==> config.mk <==
export PLATFORM = sky130hd
export DESIGN_NAME = yukseklik_komut_verici
export DESIGN_NICKNAME = d
export VERILOG_FILES = /design/src/rtl/yukseklik_komut_pkg.sv /design/src/rtl/zaman_asimi_sayaci.sv /design/src/rtl/yukseklik_komut_verici.sv
export SDC_FILE = /design/constraint.sdc
export NUM_CORES = 1
export LEC_CHECK = 0
export CORE_UTILIZATION = 48
export CTS_BUF_LIST = sky130_fd_sc_hd__clkbuf_8
export DETAILED_ROUTE_END_ITERATION = 16
export PLACE_DENSITY = 0.77
export SLEW_MARGIN = 15
export SYNTH_ARGS = -nofsm -noshare
export SYNTH_HDL_FRONTEND = slang
export SYNTH_SLANG_ARGS = --single-unit
==> constraint.sdc <==
create_clock -name clk -period 2.2 [get_ports clk]
set_input_delay 0.44 -clock clk [delete_from_list [all_inputs] [get_ports clk]]
set_output_delay 0.44 -clock clk [all_outputs]
set_load 0.005 [all_outputs]
Figure 1. Sizing map (run 1).
(8 px per um)
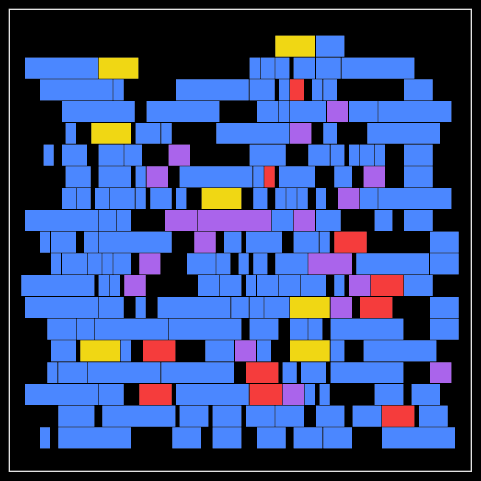
legend:
  purple:
    size: _3 and _4 cells
    cells: 18
    share: 9.5%
  blue:
    size: _0 and _1 cells
    cells: 155
    share: 82%
  red:
    size: _2 cells
    cells: 10
    share: 5.3%
  yellow:
    size: _6 and larger
    cells: 7
    share: 3.7%
Area Overhead vs Synth: 35.7%
Layout Cell Area excl Fill: 2010 um^2
Worst Setup Slack, final: 0.0753 ns
Buffers excl. clock: 43

Figure 2. Pin map (run 1).
(8 px per um) Pins as bars across the die edge, other pins in grey.
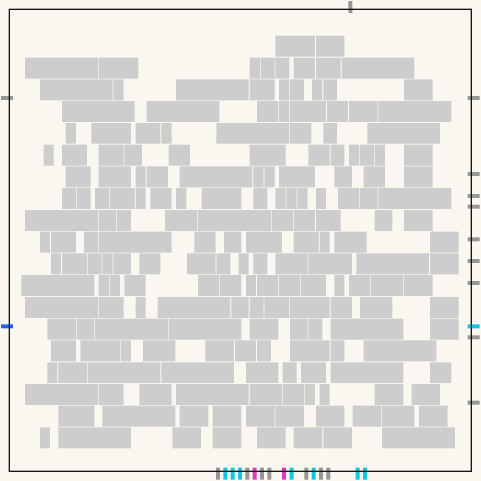
legend:
  blue:
    port: yukseklik_bilgisi_o
    pins: 1
    direction: output
    edge: west
  magenta:
    port: hata_kodu_o
    pins: 2
    direction: output
    edge: south
  cyan:
    port: hedef_yukseklik_o
    pins: 8
    direction: output
    edge: 7 south, 1 east
all pins by edge: 16 south, 10 east, 2 west, 1 north
height of the chip: 57.6 um
number of input and output port buffers inserted: 28
horizontal die size: 57.6 um

Figure 3. Cell placement (run 1).
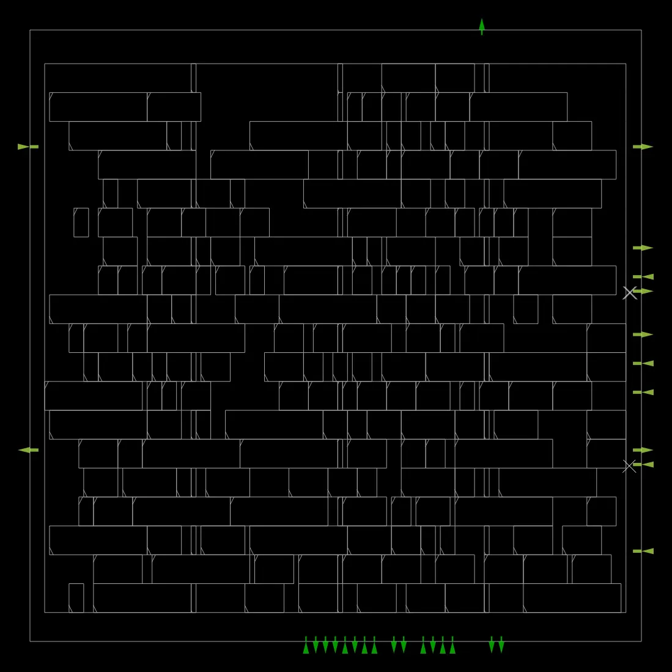
Floorplan Core Area: 2830 um^2
number of rows in the core area: 19
# fillers: 225
tap cell count: 31
layout sequential cell count: 29

Figure 4. Selected gate families (run 1).
(8 px per um)
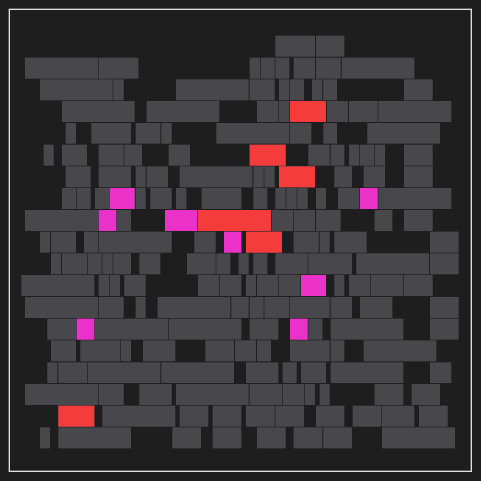
legend:
  red:
    family: fa/ha/maj cells
    cells: 6
  magenta:
    family: and/or cells
    cells: 8
most frequent logic cell in the layout: dfrtp_1
share of the final layout cell area in multi-input gates: 0.363
Finished Layout Cells: 221

==> run notes <==
Figures from the implementation reports.

- The flow ran to the end, but the final reports show violations.
- The final reports fail on DRC.
- Once placement finished, the instance area stood at 1900 um^2.
- The clock root buffer reads clkbuf_8.
- The unique cell type count in the Yosys netlist is 38.
- The post-synthesis average cell area reads 10.4 um^2.
- The clock passes through at most 2 buffers.
- The peak clock frequency supported by timing is 471 MHz.
- The clock net sink count is 29.
- Summing over the stages, the warning tally comes to 29.
- The average detailed-routed wire length per instance is 14.5 um.
- The final setup TNS reads 0 ns.
- Looking at the critical path, the single cell with the biggest stage delay is or3_4.
- The detailed router placed 1,208 vias in this run.
- The max-slew violation count reads 0.
- IR analysis of the VDD net gives a maximum drop of 0.806 mV.
- The cell area after technology mapping reads 1480 um^2.
- Once the clock tree was built, the setup fixing pass inserted 0 buffers.
- The switching fraction of total power is 0.349.
- The final number of hold-violating endpoints reads 0.
- For this run the aggregate overflow at the end of global routing stands at 0.
- The nature of the critical path startpoint reads a register.
- The total track usage reads 0.225.
- The share of final-layout standard cells stronger than drive strength 1 reads 0.184.
- The report puts the cell count of the worst reg-to-reg path at 7.
- The static power due to leakage reads 0.910 nW.
- RePlAce ended its routability-driven mode at a weighted congestion of 0.791.
- The overall chip area is 3310 um^2.
- The power dissipated by switching net loads is 0.989 mW.
- The cell count in the Yosys report reads 143.
- The total CTS buffers reads 5.
- In the routed layout, each cell is associated on average with a via count of 5.47.
- The clock transition time at the flip-flop clock pins of the worst setup and hold paths reads 0.06 ns.
- The wire length of the first global-routing pass is 5490 um.
- The later-pin clock latency in the skew report is 0.29 ns.
- The worst endpoint required time reads 2.37 ns.
- The power report lists cell-internal power as 1.85 mW.
- The relative slew slack reads 0.760.
- The total of endpoints with negative setup slack in the final report is 0.
- The sequential element share of the synthesized area reads 0.489.
- Traced cell by cell, the critical path runs through inv_2 > ha_4 > nand2_1 > or3_4 > a31o_1 > a2111o_1 > mux2_4.
- Of the available clock period, the critical path in the final layout requires 0.966.
- The arrival time reported for the critical path endpoint reads 2.30 ns.
- The number of global-route vias before repair was 1,255.
- The number of antenna repair diodes reads 0.
- The worst min-delay path class reads register to register.
- The power share of the combinational group is 0.489.
- The effective utilization at floorplan is 0.524.
- The global routing usage on met2 reads 0.390.
- Entering global routing, the biggest net connects 30 pins.
- The peak-usage layer in the global routing report reads met2.
- The wire length reported by the detailed router is 3210 um.
- The time the final worst path needs with I/O delays and setup is 2.12 ns.
- The register with the most flip-flops in the layout has 10 of them.
- The slack of the worst reg-to-reg path reads 0.08 ns.
- TritonCTS built the clock tree.
- The boundary pin count reads 29.
- In the layout the commonest cells are 29 x dfrtp_1, 28 x clkdlybuf4s50_1, 19 x nor2_1, 15 x buf_4, 9 x nand2_1.
- The violation count after the first detailed-routing iteration is 33.
- The critical path capture point type reads a register.
- The total power draw reads 2.83 mW.
- The share of total power dissipated in sequential elements is 0.338.
- The post-route DRC violation count reads 3.
- The clock network fraction of design power is 0.173.
- The global routing met3 resource utilization reads 0.0703.
- The fraction of met1 tracks used by global routing reads 0.257.
- The worst clock skew reads 0.00385 ns.
- The highest fanout seen on the critical path reads 3.
- The number of antenna violations at the first check in global routing is 0.
- Once synthesis finished, the tally of register bits stood at 29.
- Per the run summary, max-cap violations total 0.
- The number of standard cells after synthesis reads 143.
- The number of cells on the worst hold path is 1.
- Setup repair after global routing left no endpoint under its margin.
- In the final design database the tool counted 208 nets.
- The Yosys step of the flow raised 0 warnings.
- The synthesized netlist net count is 162.
- The ratio of total power to cell area is 1410 nW/um^2.
- At the end of the flow the core is filled with cells to 0.711.
- The type of the worst setup path is register to register.
- The number of iterations in the first detailed-routing pass is 10.
- Among all stages on the critical path, the maximum delay recorded is 0.40 ns.
- The chip area line in the Yosys stat output reads 1480 um^2.
- Detailed placement finished with a half-perimeter wire length of 2310 um.
==> run 1: worst max-delay path: cells and delay by family (launching register included) <==
family | cells | cell delay (ns)
compound gates | 2 | 0.55
buf+inv | 1 | 0.07
simple gates | 2 | 0.45
flops | 1 | 0.38
mux | 1 | 0.30
fa+ha+maj | 1 | 0.26
==> run 1: cell type report <==
| type | instances | area, um^2 |
|---|---|---|
| sequential | 29 | 726 |
| multi-input combinational | 104 | 731 |
| clock buffer | 7 | 96.3 |
| clock inverter | 1 | 5.00 |
| timing repair buffer | 43 | 393 |
| tap | 31 | 38.8 |
| fill | 225 | 817 |
| inverter | 6 | 22.5 |
==> run 1: Yosys cell counts, drive strengths merged <==
cell / instances / area (um^2)
a2111o: 1 / 11.3
a211o: 1 / 8.76
a21o: 1 / 7.51
a21oi: 7 / 35.0
a221oi: 1 / 8.76
a31o: 1 / 8.76
and2: 1 / 6.26
and3: 2 / 12.5
and3b: 1 / 8.76
and4: 1 / 8.76
clkbuf: 4 / 16.3
dfrtp: 29 / 726
ha: 6 / 75.1
inv: 6 / 22.5
mux2: 9 / 105
mux2i: 2 / 20.0
nand2: 9 / 33.8
nand3: 6 / 30.0
nand3b: 2 / 15.0
nand4: 2 / 12.5
nand4bb: 1 / 11.3
nor2: 19 / 71.3
nor2b: 2 / 12.5
nor3: 3 / 15.0
nor3b: 2 / 15.0
nor4b: 1 / 8.76
o21a: 2 / 15.0
o21ai: 4 / 20.0
o221ai: 1 / 8.76
o22ai: 1 / 6.26
o31ai: 2 / 15.0
o32ai: 1 / 8.76
or3: 3 / 23.8
xnor2: 3 / 26.3
xor2: 6 / 52.6
==> run 1: kinds of logic after synthesis <==
family / after synthesis / synth area share
adder cells (fa/ha/maj): 6 / 0.0506
AND/OR/NAND/NOR: 55 / 0.192
multiplexers: 11 / 0.0844
buffers and inverters: 10 / 0.0262
XOR/XNOR: 9 / 0.0532
flip-flops: 29 / 0.489
AND-OR/OR-AND: 23 / 0.104
==> run 1: power groups by stage <==
stage	clock, mW	sequential, mW	combinational [mW]
4_1_cts	0.501	0.957	1.36
3_5_place_dp	0	0.965	1.34
3_3_place_gp	0	0.946	1.30
5_1_grt	0.521	0.993	1.54
6_report	0.490	0.958	1.39
2_1_floorplan	0	0.947	0.746
==> run 1: metal layers <==
| layer | share of wire | up-vias | wire length (um) |
|---|---|---|---|
| met5 | 0 | - | 0 |
| met3 | 0.051 | 7 | 165 |
| met1 | 0.43 | 580 | 1380 |
| li1 | - | 593 | - |
| met2 | 0.50 | 28 | 1590 |
| met4 | 0.019 | 0 | 60 |
==> run 1: through the flow <==
stage	hold slack (ns)	worst slack, ns	instances
after global routing	0.491	0.0184	221
after CTS	0.473	0.0268	221
after floorplan	0.144	0.0708	143
final	0.463	0.0753	221
after detailed placement	0.461	-0.0893	213
after global placement	0.448	-0.0932	213
==> run 1: repair_timing <==
item | CTS | global route
gates resized | 0 | 2
hold buffers | 0 | 0
setup endpoints to repair | 0 | 1
Power figures rest on the tool's default switching activity, not on a simulated workload.
